**Run 1: ports around the boundary**

Pins as bars across the die edge, other pins in grey.
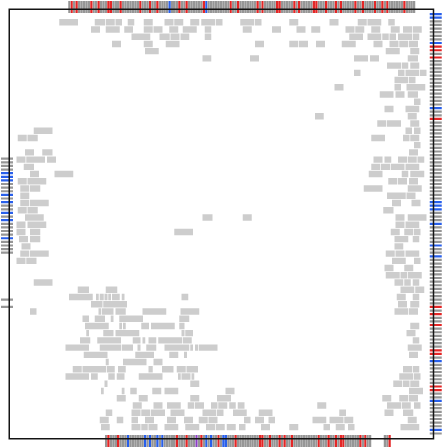
**Run 1: port wiring**

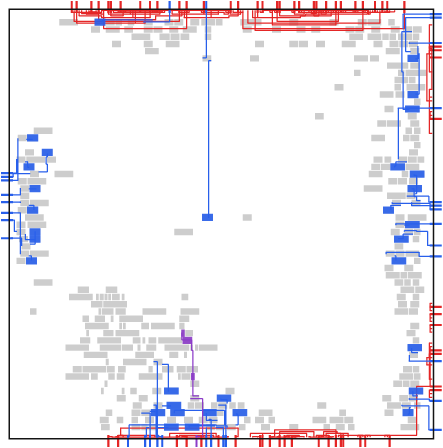
**Run 1: metal layers overlaid**

Bar = 50 µm.
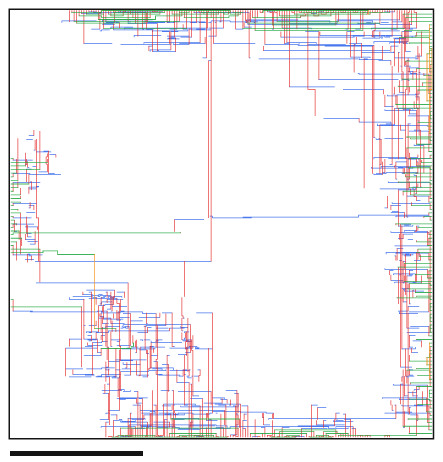
==> config.mk <==
export PLATFORM = sky130hd
export DESIGN_NAME = mult_rr_arbiter_flat
export DESIGN_NICKNAME = d
export VERILOG_FILES = /design/src/rtl/mult_rr_arbiter_if.sv /design/src/rtl/mult_rr_arbiter.sv /design/src/flat_wrapper.sv
export SDC_FILE = /design/constraint.sdc
export NUM_CORES = 1
export LEC_CHECK = 0
export CAP_MARGIN = 20
export CORE_AREA = 2 2 157 159
export CTS_BUF_LIST = sky130_fd_sc_hd__clkbuf_4 sky130_fd_sc_hd__clkbuf_8 sky130_fd_sc_hd__clkbuf_16
export CTS_CLUSTER_DIAMETER = 50
export DETAILED_ROUTE_END_ITERATION = 10
export DIE_AREA = 0 0 159 161
export PLACE_DENSITY = 0.52
export SLEW_MARGIN = 20
export SYNTH_ARGS = -nofsm -noshare
export SYNTH_HDL_FRONTEND = slang
export SYNTH_SLANG_ARGS = --single-unit
==> constraint.sdc <==
create_clock -name clk -period 4.45 [get_ports clk]
set_input_delay 1.335 -clock clk [delete_from_list [all_inputs] [get_ports clk]]
set_output_delay 1.335 -clock clk [all_outputs]
set_load 0.05 [all_outputs]
==> src/rtl/mult_rr_arbiter_if.sv <==
// rtl/mult_rr_arbiter_if.sv - handshake bundle between two requesters, the shared multiplier and the arbiter
//
// Purpose: groups every stream and status signal of mult_rr_arbiter.
//   slave  modport : the arbiter's view (requester operands/result ready in, grants/results out)
//   master modport : the environment's view (requesters, result sinks and the multiplier)
// Signals:
//   s0_/s1_a_tdata, s0_/s1_b_tdata, s0_/s1_tvalid, s0_/s1_tready : requester operand streams
//   r0_/r1_tdata, r0_/r1_tvalid, r0_/r1_tready                   : requester result streams
//   mul_a_tdata, mul_b_tdata, mul_in_tvalid, mul_in_tready       : multiplier operand port
//   mul_out_tdata, mul_out_tvalid, mul_out_tready                : multiplier result port
//   busy, err                                                    : status
interface mult_rr_arbiter_if;
  logic [31:0] s0_a_tdata;
  logic [31:0] s0_b_tdata;
  logic        s0_tvalid;
  logic        s0_tready;
  logic [31:0] s1_a_tdata;
  logic [31:0] s1_b_tdata;
  logic        s1_tvalid;
  logic        s1_tready;
  logic [63:0] r0_tdata;
  logic        r0_tvalid;
  logic        r0_tready;
  logic [63:0] r1_tdata;
  logic        r1_tvalid;
  logic        r1_tready;
  logic [31:0] mul_a_tdata;
  logic [31:0] mul_b_tdata;
  logic        mul_in_tvalid;
  logic        mul_in_tready;
  logic [63:0] mul_out_tdata;
  logic        mul_out_tvalid;
  logic        mul_out_tready;
  logic        busy;
  logic        err;

  modport slave (
    input  s0_a_tdata, s0_b_tdata, s0_tvalid,
    input  s1_a_tdata, s1_b_tdata, s1_tvalid,
    input  r0_tready, r1_tready,
    input  mul_in_tready, mul_out_tdata, mul_out_tvalid,
    output s0_tready, s1_tready,
    output r0_tdata, r0_tvalid, r1_tdata, r1_tvalid,
    output mul_a_tdata, mul_b_tdata, mul_in_tvalid, mul_out_tready,
    output busy, err
  );

  modport master (
    output s0_a_tdata, s0_b_tdata, s0_tvalid,
    output s1_a_tdata, s1_b_tdata, s1_tvalid,
    output r0_tready, r1_tready,
    output mul_in_tready, mul_out_tdata, mul_out_tvalid,
    input  s0_tready, s1_tready,
    input  r0_tdata, r0_tvalid, r1_tdata, r1_tvalid,
    input  mul_a_tdata, mul_b_tdata, mul_in_tvalid, mul_out_tready,
    input  busy, err
  );
endinterface

==> src/rtl/mult_rr_arbiter.sv <==
// rtl/mult_rr_arbiter.sv - round-robin sharing of one pipelined 32x32 multiplier between two requesters
//
// Purpose: grants one of two operand streams per cycle to the multiplier, tags each issue
//   with its requester ID in an in-order tag FIFO, and steers each returning product to
//   the requester whose tag is at the FIFO head. Zero added latency in both directions.
// Ports:
//   clk  : clock, rising edge
//   rst  : asynchronous active-high reset
//   bus  : mult_rr_arbiter_if.slave (operand, result, multiplier and status signals)
module mult_rr_arbiter #(
  parameter int MAX_OUTSTANDING = 4
) (
  input  logic                clk,
  input  logic                rst,
  mult_rr_arbiter_if.slave    bus
);

  localparam int PW = $clog2(MAX_OUTSTANDING);
  localparam int CW = PW + 1;
  localparam logic [CW-1:0] FULL_CNT = CW'(MAX_OUTSTANDING);

  logic          r_last_grant;
  logic          r_tags [MAX_OUTSTANDING];
  logic [PW-1:0] r_wr_ptr;
  logic [PW-1:0] r_rd_ptr;
  logic [CW-1:0] r_count;
  logic          r_err;

  logic w_full;
  logic w_nonempty;
  logic w_grant_valid;
  logic w_grant_id;
  logic w_head;
  logic w_push;
  logic w_pop;

  assign w_full     = (r_count == FULL_CNT);
  assign w_nonempty = (r_count != '0);

  // Grant is gated by rst so no requester sees tready while reset is held,
  // even though the counters are already cleared asynchronously.
  always_comb begin
    w_grant_valid = 1'b0;
    w_grant_id    = 1'b0;
    if (!rst && !w_full) begin
      if (bus.s0_tvalid && !bus.s1_tvalid) begin
        w_grant_valid = 1'b1;
        w_grant_id    = 1'b0;
      end else if (bus.s1_tvalid && !bus.s0_tvalid) begin
        w_grant_valid = 1'b1;
        w_grant_id    = 1'b1;
      end else if (bus.s0_tvalid && bus.s1_tvalid) begin
        w_grant_valid = 1'b1;
        w_grant_id    = ~r_last_grant;
      end
    end
  end

  assign bus.mul_a_tdata   = (w_grant_valid && w_grant_id) ? bus.s1_a_tdata : bus.s0_a_tdata;
  assign bus.mul_b_tdata   = (w_grant_valid && w_grant_id) ? bus.s1_b_tdata : bus.s0_b_tdata;
  assign bus.mul_in_tvalid = w_grant_valid;
  assign bus.s0_tready     = w_grant_valid && !w_grant_id && bus.mul_in_tready;
  assign bus.s1_tready     = w_grant_valid &&  w_grant_id && bus.mul_in_tready;

  assign w_push = w_grant_valid && bus.mul_in_tready;

  // Return steering: the head tag names the owner of the product now on mul_out.
  assign w_head             = r_tags[r_rd_ptr];
  assign bus.r0_tdata       = bus.mul_out_tdata;
  assign bus.r1_tdata       = bus.mul_out_tdata;
  assign bus.r0_tvalid      = bus.mul_out_tvalid && w_nonempty && !w_head;
  assign bus.r1_tvalid      = bus.mul_out_tvalid && w_nonempty &&  w_head;
  assign bus.mul_out_tready = w_nonempty && (w_head ? bus.r1_tready : bus.r0_tready);

  assign w_pop = bus.mul_out_tvalid && bus.mul_out_tready;

  assign bus.busy = w_nonempty;
  assign bus.err  = r_err;

  always_ff @(posedge clk or posedge rst) begin
    if (rst) begin
      r_last_grant <= 1'b1;
      r_wr_ptr     <= '0;
      r_rd_ptr     <= '0;
      r_count      <= '0;
      r_err        <= 1'b0;
      for (int i = 0; i < MAX_OUTSTANDING; i++) begin
        r_tags[i] <= 1'b0;
      end
    end else begin
      if (w_push) begin
        r_tags[r_wr_ptr] <= w_grant_id;
        r_wr_ptr         <= r_wr_ptr + PW'(1);
        r_last_grant     <= w_grant_id;
      end
      if (w_pop) begin
        r_rd_ptr <= r_rd_ptr + PW'(1);
      end
      // Push and pop in the same cycle leave the count untouched.
      if (w_push && !w_pop) begin
        r_count <= r_count + CW'(1);
      end else if (w_pop && !w_push) begin
        r_count <= r_count - CW'(1);
      end
      if (bus.mul_out_tvalid && !w_nonempty) begin
        r_err <= 1'b1;
      end
    end
  end

endmodule

==> src/flat_wrapper.sv <==
// flat-port wrapper written by rule: the top's interface ports become plain ports
module mult_rr_arbiter_flat 
#(
  parameter int MAX_OUTSTANDING = 4
)
  (clk, rst, bus_s0_a_tdata, bus_s0_b_tdata, bus_s0_tvalid, bus_s1_a_tdata, bus_s1_b_tdata, bus_s1_tvalid, bus_r0_tready, bus_r1_tready, bus_mul_in_tready, bus_mul_out_tdata, bus_mul_out_tvalid, bus_s0_tready, bus_s1_tready, bus_r0_tdata, bus_r0_tvalid, bus_r1_tdata, bus_r1_tvalid, bus_mul_a_tdata, bus_mul_b_tdata, bus_mul_in_tvalid, bus_mul_out_tready, bus_busy, bus_err);
  mult_rr_arbiter_if bus_i ();
  input  logic clk;
  input  logic rst;
  input wire logic [$bits(bus_i.s0_a_tdata)-1:0] bus_s0_a_tdata;
  input wire logic [$bits(bus_i.s0_b_tdata)-1:0] bus_s0_b_tdata;
  input wire logic [$bits(bus_i.s0_tvalid)-1:0] bus_s0_tvalid;
  input wire logic [$bits(bus_i.s1_a_tdata)-1:0] bus_s1_a_tdata;
  input wire logic [$bits(bus_i.s1_b_tdata)-1:0] bus_s1_b_tdata;
  input wire logic [$bits(bus_i.s1_tvalid)-1:0] bus_s1_tvalid;
  input wire logic [$bits(bus_i.r0_tready)-1:0] bus_r0_tready;
  input wire logic [$bits(bus_i.r1_tready)-1:0] bus_r1_tready;
  input wire logic [$bits(bus_i.mul_in_tready)-1:0] bus_mul_in_tready;
  input wire logic [$bits(bus_i.mul_out_tdata)-1:0] bus_mul_out_tdata;
  input wire logic [$bits(bus_i.mul_out_tvalid)-1:0] bus_mul_out_tvalid;
  output wire logic [$bits(bus_i.s0_tready)-1:0] bus_s0_tready;
  output wire logic [$bits(bus_i.s1_tready)-1:0] bus_s1_tready;
  output wire logic [$bits(bus_i.r0_tdata)-1:0] bus_r0_tdata;
  output wire logic [$bits(bus_i.r0_tvalid)-1:0] bus_r0_tvalid;
  output wire logic [$bits(bus_i.r1_tdata)-1:0] bus_r1_tdata;
  output wire logic [$bits(bus_i.r1_tvalid)-1:0] bus_r1_tvalid;
  output wire logic [$bits(bus_i.mul_a_tdata)-1:0] bus_mul_a_tdata;
  output wire logic [$bits(bus_i.mul_b_tdata)-1:0] bus_mul_b_tdata;
  output wire logic [$bits(bus_i.mul_in_tvalid)-1:0] bus_mul_in_tvalid;
  output wire logic [$bits(bus_i.mul_out_tready)-1:0] bus_mul_out_tready;
  output wire logic [$bits(bus_i.busy)-1:0] bus_busy;
  output wire logic [$bits(bus_i.err)-1:0] bus_err;
  assign bus_i.s0_a_tdata = bus_s0_a_tdata;
  assign bus_i.s0_b_tdata = bus_s0_b_tdata;
  assign bus_i.s0_tvalid = bus_s0_tvalid;
  assign bus_i.s1_a_tdata = bus_s1_a_tdata;
  assign bus_i.s1_b_tdata = bus_s1_b_tdata;
  assign bus_i.s1_tvalid = bus_s1_tvalid;
  assign bus_i.r0_tready = bus_r0_tready;
  assign bus_i.r1_tready = bus_r1_tready;
  assign bus_i.mul_in_tready = bus_mul_in_tready;
  assign bus_i.mul_out_tdata = bus_mul_out_tdata;
  assign bus_i.mul_out_tvalid = bus_mul_out_tvalid;
  assign bus_s0_tready = bus_i.s0_tready;
  assign bus_s1_tready = bus_i.s1_tready;
  assign bus_r0_tdata = bus_i.r0_tdata;
  assign bus_r0_tvalid = bus_i.r0_tvalid;
  assign bus_r1_tdata = bus_i.r1_tdata;
  assign bus_r1_tvalid = bus_i.r1_tvalid;
  assign bus_mul_a_tdata = bus_i.mul_a_tdata;
  assign bus_mul_b_tdata = bus_i.mul_b_tdata;
  assign bus_mul_in_tvalid = bus_i.mul_in_tvalid;
  assign bus_mul_out_tready = bus_i.mul_out_tready;
  assign bus_busy = bus_i.busy;
  assign bus_err = bus_i.err;
  mult_rr_arbiter #(.MAX_OUTSTANDING(MAX_OUTSTANDING)) u_core (.clk(clk), .rst(rst), .bus(bus_i));
endmodule
==> out/qor.txt, run 1 <==
Final WL - 8.98 mm
Fmax - 229 MHz
Final core utilization - 17.9%
CTS resizes - 0
Placed cell area - 0.00420 mm²
CP Cell Sequence - clkdlybuf4s50_1 -> nor3b_2 -> nand2_4 -> buf_12 -> mux2_4 -> buf_4
WL/cell - 13.5 µm
Reg area - 327 µm²
XORs/XNORs by Area - 1.97%
Synth flops - 13
Rel. slew slack - 64.2%
Die Size - 0.0256 mm²
Die Y-Extent - 161 µm
Critical path fanouts, max - 46
Synthesized Nets - 471
Count of library flops with an enable pin - 0
Hold_buf cts - 0
RSZ-0062 raised after global routing - no
# setup viols final - 0
Post-CTS Setup Inserts - 0
Fin. max-slew vios - 0
Top cells, area - buf_4 36%, mux2_4 28%, dfrtp_1 11%
Crit path launch - rst
Total grt overflow - 0
Num CTS Buffers - 3
Tot Pwr - 1.53 mW
Post-route setup slack - 91.9 ps
Top cell area share - 36.0%
HPWL after detailed placement - 7.77 mm
Clock Tree Root - clkbuf_16
Syn avg cell area - 10.1 µm²
Reg-to-reg slack, setup - 1970 ps
CP max stage cell - clkdlybuf4s50_1
Hold endpoint - u_core.bus.err
CTS clock-pin slew for the worst setup and hold paths - 40 ps
Simple share - 4.73%
Clock sink total - 13
Cell total in the yosys stat output - 265
Number of cells on the critical path - 6
Crit path max-delay family - buffers and inverters
Reg-to-Reg End - u_core.r_count[1]
Worst Hold Depth - 1
WHS - 459 ps
DRT iter0 DRCs - 41
DRT antenna net count - 0
# rows - 57
Diode count - 0
Post-Synthesis Cell Area - 0.00267 mm²
Final Hold Vio Count - 0
Vias per inst - 2.96
Ys Warns - 0
End of the critical path - bus_mul_b_tdata[25]
Yosys top cell by area - buf_4
Main synth FF type - dfrtp_1
Register area share after synthesis - 12.2%
Status - completed
Final cell count without fillers - 667
Count leader, synth - buf_4
Initial Utilization - 11.2%
HP Class - reg -> reg
Asr flop ratio synth - 100%
CP Capture Type - output pin
Startpoint Class - primary input
Post-synthesis cell count - 265
Htree depth - 1
WP buf/inv - 3
Multi-input gate area - 0.00129 mm²
Yosys cell types - 27
First-pass GRT wire length - 12.9 mm
Layout cells sized above 1 - 44.9%
Vias in the first global route - 2095
Adder-cell area share of the yosys netlist - 3.09%
Worst r2r src - u_core.r_rd_ptr[0]
Arr. time, crit path - 3020 ps
Total negative slack - 0 ps
Max-cap violations - 0
Design area - 0.00428 mm²
Log Warnings - 29
Largest net degree at the start of global routing - 47
Core area - 0.0240 mm²
Top cells by count - 128 x buf_4, 49 x mux2_4, 20 x mux2_2
Pre-CTS setup slack - 73.6 ps
FILL cells - 2672
Mux area share - 37.5%
Die X - 159 µm
Syn-to-layout area delta - 60.3%
Dpl cells - 663
Comb area leader - buffers and inverters
Worst clock skew - 3.02 ps
Peak VDD IR - 0.000134 V
Clock tree from TritonCTS - yes
Initial DRT Pass Iterations - 4
Worst-Margin Slew - 535 ps
Min cycle time layout - 4360 ps
Critical path type - in -> out
Pwr per Cell Area - 358 mW/mm²
Hold path start - u_core.bus.err
Insertion Delay late pin - 240 ps
Final period util - 97.9%
Number of remaining DRC errors - 0
Notes on 'ports around the boundary' above:
port	colour	pins	direction	edge
`bus_r1_tdata`	red	64	output	32 top, 21 bottom, 11 right
`bus_s0_tvalid`	purple	1	input	bottom
`bus_s1_a_tdata`	blue	32	input	13 right, 9 bottom, 8 left, 2 top

Notes on 'port wiring' above:
port	colour	bits	direction	edge	end cells	buffers	wire
`bus_s0_tvalid`	purple	1	input	bottom	3	1	52.0 µm
`bus_s1_a_tdata`	blue	32	input	13 right, 9 bottom, 8 left, 2 top	32	32	757 µm
`bus_r1_tdata`	red	64	output	32 top, 21 bottom, 11 right	0	0	1420 µm
IO buf count: 207
IO Pins: 400

Notes on 'metal layers overlaid' above:
layer	colour	wire length
met3	green	1760 µm
met2	red	3720 µm
met1	blue	3390 µm
met4	orange	114 µm
total track usage: 6.48%
Vias: 1973

run 1: report_power, final:
group | internal [mW] | switching [mW] | total [mW]
logic | 0.522 | 0.606 | 1.13
clock network | 0.127 | 0.0475 | 0.174
registers | 0.181 | 0.0505 | 0.231
run 1: cells by family after synthesis:
group,Yosys count
XOR/XNOR,6
AND/OR/NAND/NOR,23
buffers and inverters,142
adder cells (fa/ha/maj),6
multiplexers,72
flip-flops,13
AND-OR/OR-AND,3
run 1: sequential cells by signal, indices dropped and copies added, names as in the netlist:
signal               count
u_core.r_last_grant      1
u_core.bus.err           1
u_core.r_tags            4
u_core.r_wr_ptr          2
u_core.r_rd_ptr          2
u_core.r_count           3
run 1: routing by layer:
| metal | track usage, % | routed length [µm] | vias up |
|---|---|---|---|
| met3 | 5.80 | 1760 | 17 |
| met4 | 1.53 | 113 | 0 |
| met2 | 8.95 | 3720 | 217 |
| met5 | 0 | 0 | - |
| li1 | - | - | 898 |
| met1 | 7.35 | 3390 | 841 |
run 1: final cells by class:
class / count / area share [%]
timing repair buffer: 209 / 50.2
multi-input combinational: 110 / 30.2
tap: 324 / 9.46
sequential: 13 / 7.62
clock buffer: 4 / 1.93
inverter: 7 / 0.613
run 1: cell usage in the layout (no fill, tap or decap), drive strengths merged:
cell type and instances:
ha 5, dfrtp 12, mux2 69, xor2 3, nor2 6, mux4 1, dfstp 1, mux2i 2
inv 7, fa 1, buf 72, and2 1, clkdlybuf4s50 137, a21o 1, clkbuf 4, nor3 2
nand2 9, a22o 1, or2 1, and3 1, xnor2 3, nor3b 3, o21ai 1
==> run 1 -> run 2 <==
--- a/config.mk
+++ b/config.mk
@@ -8,7 +8,7 @@
 export CAP_MARGIN = 20
 export CORE_AREA = 2 2 157 159
 export CTS_BUF_LIST = sky130_fd_sc_hd__clkbuf_4 sky130_fd_sc_hd__clkbuf_8 sky130_fd_sc_hd__clkbuf_16
-export CTS_CLUSTER_DIAMETER = 50
+export CTS_CLUSTER_DIAMETER = 80
 export DETAILED_ROUTE_END_ITERATION = 10
 export DIE_AREA = 0 0 159 161
 export PLACE_DENSITY = 0.52
**Run 2: routed clock nets over the placement**

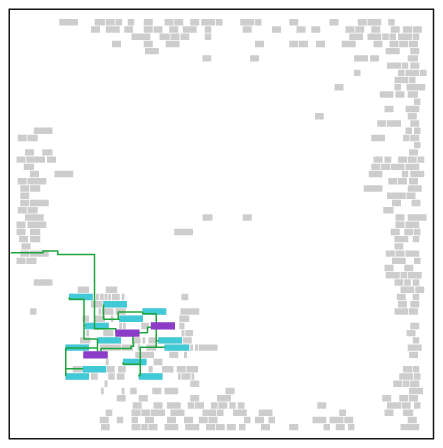
[cells driving clock nets] purple | count: 3
[flip-flops] cyan | count: 13
[clock wires] green | length: 241 µm
routed clock nets	4
flops lie	bottom left

==> run 2 against run 1 <==
Total power unchanged; worst setup slack unchanged; synthesized area unchanged; core utilization unchanged; die size unchanged; fmax unchanged; sequential share of layout area unchanged; sequential power about the same; largest power group unchanged.
==> out/qor.txt, run 2 <==
Status - completed
Final period util - 97.9% (unchanged)
End of the critical path - bus_mul_b_tdata[25]
Clk pwr share - 11.4% (about the same)
CP Capture Type - output pin
Worst EP required - 3120 ps
Ys Warns - 0 (unchanged)
Routed wl met2 - 3.72 mm (unchanged)
Layout Nets - 550
Vias in the first global route - 2095 (unchanged)
Biggest regs - u_core.r_tags x4, u_core.r_count x3
Post-synthesis cell count - 265 (unchanged)
Initial DRT Pass Iterations - 4 (unchanged)
Synth flops - 13 (unchanged)
DRT met1 WL - 3.39 mm (unchanged)
Total track usage - 6.48% (unchanged)
Peak VDD IR - 0.000134 V (unchanged)
Worst-Margin Slew - 535 ps (unchanged)
Total negative slack - 0 ps (unchanged)
Post-Synthesis Cell Area - 0.00267 mm² (unchanged)
Worst r2r src - u_core.r_rd_ptr[0]
Count leader, synth - buf_4
Final Hold Vio Count - 0 (unchanged)
Core area - 0.0240 mm² (unchanged)
Commonest non-fill, non-tap cell in the layout - clkdlybuf4s50_1
Yosys cell types - 27 (unchanged)
Reg-to-Reg End - u_core.r_count[1]
Post-route setup slack - 91.9 ps (unchanged)
Tot Pwr - 1.53 mW (unchanged)
Critical path type - in -> out
Final GP Congestion - 0.670
Hold path start - u_core.bus.err
Rel. slew slack - 64.2% (unchanged)
Largest net degree at the start of global routing - 47 (unchanged)
Met3 wire length - 1.76 mm (unchanged)
Layout cells sized above 1 - 44.9% (unchanged)
Die Y-Extent - 161 µm (unchanged)
# setup viols final - 0 (unchanged)
Design area - 0.00428 mm² (unchanged)
DRT iter0 DRCs - 41 (unchanged)
DRT antenna net count - 0 (unchanged)
Syn avg cell area - 10.1 µm² (unchanged)
Final WL - 8.98 mm (unchanged)
Initial antenna violation count - 0
Fin. max-slew vios - 0 (unchanged)
Top cells by count - 128 x buf_4, 49 x mux2_4, 20 x mux2_2
Startpoint Class - primary input
WL/cell - 13.5 µm (unchanged)
Hold_buf cts - 0 (unchanged)
Main synth FF type - dfrtp_1
WHS - 459 ps (unchanged)
P_int - 0.830 mW (unchanged)
Vias - 1973 (unchanged)
Reg-to-reg slack, setup - 1970 ps (about the same)
Clock sink total - 13 (unchanged)
Die Size - 0.0256 mm² (unchanged)
Initial Utilization - 11.2% (unchanged)
Max FFs per register - 4 (unchanged)
Syn-to-layout area delta - 60.3% (unchanged)
Switch share - 45.9% (unchanged)
Asr flop ratio synth - 100% (unchanged)
Yosys top cell by area - buf_4
Clock tree from TritonCTS - yes
Pwr per Cell Area - 358 mW/mm² (unchanged)
Register area share after synthesis - 12.2% (unchanged)
CTS resizes - 0 (unchanged)
Top cells, area - buf_4 36%, mux2_4 28%, dfrtp_1 11%
Num CTS Buffers - 3 (unchanged)
Worst clock skew - 3.02 ps (unchanged)
# rows - 57 (unchanged)
FILL cells - 2672 (unchanged)
Most common logic cells in the final layout - 137 x clkdlybuf4s50_1, 53 x buf_4, 49 x mux2_4, 20 x mux2_2, 19 x buf_12
Critical path fanouts, max - 46 (unchanged)
Count of library flops with an enable pin - 0 (unchanged)
Max-cap violations - 0 (unchanged)
Fmax - 229 MHz (unchanged)
First-pass GRT wire length - 12.9 mm (unchanged)
Arr. time, crit path - 3020 ps (about the same)
Pre-CTS setup slack - 73.6 ps (unchanged)
Deepest clock path buffer count - 2
Top metal layer carrying routed signals - met4
Vias per inst - 2.96 (unchanged)
CTS clock-pin slew for the worst setup and hold paths - 40 ps (about the same)
Clock Tree Root - clkbuf_16
Die X - 159 µm (unchanged)
Cell total in the yosys stat output - 265 (unchanged)
Worst Reg2Reg Path Length in Cells - 7
Crit path launch - rst
Leakage - 1.88 nW
Diode count - 0 (unchanged)
Htree depth - 1 (unchanged)
RSZ-0062 raised after global routing - no
HP Class - reg -> reg
Post-CTS Setup Inserts - 0 (unchanged)
Most flop-heavy register - u_core.r_tags
HPWL after detailed placement - 7.77 mm (unchanged)
Flop pwr share - 15.1% (about the same)
Min cycle time layout - 4360 ps (unchanged)
Placed cell area - 0.00420 mm² (unchanged)
Log Warnings - 29 (unchanged)
Insertion Delay late pin - 240 ps (about the same)
Synthesized Nets - 471 (unchanged)
Logic pwr share - 73.6% (about the same)
Psw - 0.705 mW (unchanged)
IO buf count - 207 (unchanged)
IO Pins - 400 (unchanged)
Number of remaining DRC errors - 0 (unchanged)
Total grt overflow - 0 (unchanged)
Yosys stat chip area - 0.00267 mm²
Top cell area share - 36.0% (unchanged)
## run 2: cell counts after synthesis
Identical to the previous run, type by type.
## run 2: worst min path at each step
stage / cells after the start / to
after floorplan: 1 / u_core.r_rd_ptr[1]
after global placement: 1 / u_core.bus.err
after detailed placement: 1 / u_core.bus.err
after CTS: 1 / u_core.bus.err
after global routing: 1 / u_core.bus.err
final: 1 / u_core.bus.err
## run 2: layout make-up
class | instances | area, µm² | share of cell area (%)
Timing Repair Buffer | 209 | 2150 | 50.2
Inverter | 7 | 26.3 | 0.613
Sequential cell | 13 | 327 | 7.62
Tap cell | 324 | 405 | 9.46
Clock buffer | 4 | 82.6 | 1.93
Multi-Input combinational cell | 110 | 1290 | 30.2
## run 2: worst max-delay path, cell delays in order
cell             delay [ps]
clkdlybuf4s50_1         460
nor3b_2                 330
nand2_4                  90
buf_12                  200
mux2_4                  340
buf_4                   190
## run 2: power by group through the flow
stage	sequential, mW	combinational (mW)	clock [mW]
2_1_floorplan	0.234	1.05	0
3_3_place_gp	0.234	1.14	0
4_1_cts	0.232	1.15	0.180
6_report	0.231	1.13	0.174
3_5_place_dp	0.233	1.15	0
5_1_grt	0.242	1.19	0.185
## run 2: logic make-up after synthesis
group | share of synthesized area [%]
buffers and inverters | 39.7
flip-flops | 12.2
AND-OR/OR-AND | 0.796
AND/OR/NAND/NOR | 4.73
XOR/XNOR | 1.97
multiplexers | 37.5
adder cells (fa/ha/maj) | 3.09
## run 2: per-stage QoR
step,util [%],cells
after global routing,17.9,667
after global placement,17.5,663
after detailed placement,17.5,663
after floorplan,-,265
final,17.9,667
after CTS,17.9,667
## run 2: metal layers
metal / track usage, % / vias to the layer above
li1: - / 898
met2: 8.95 / 217
met3: 5.80 / 17
met4: 1.53 / 0
met5: 0 / -
met1: 7.35 / 841
Power figures rest on the tool's default switching activity, not on a simulated workload.
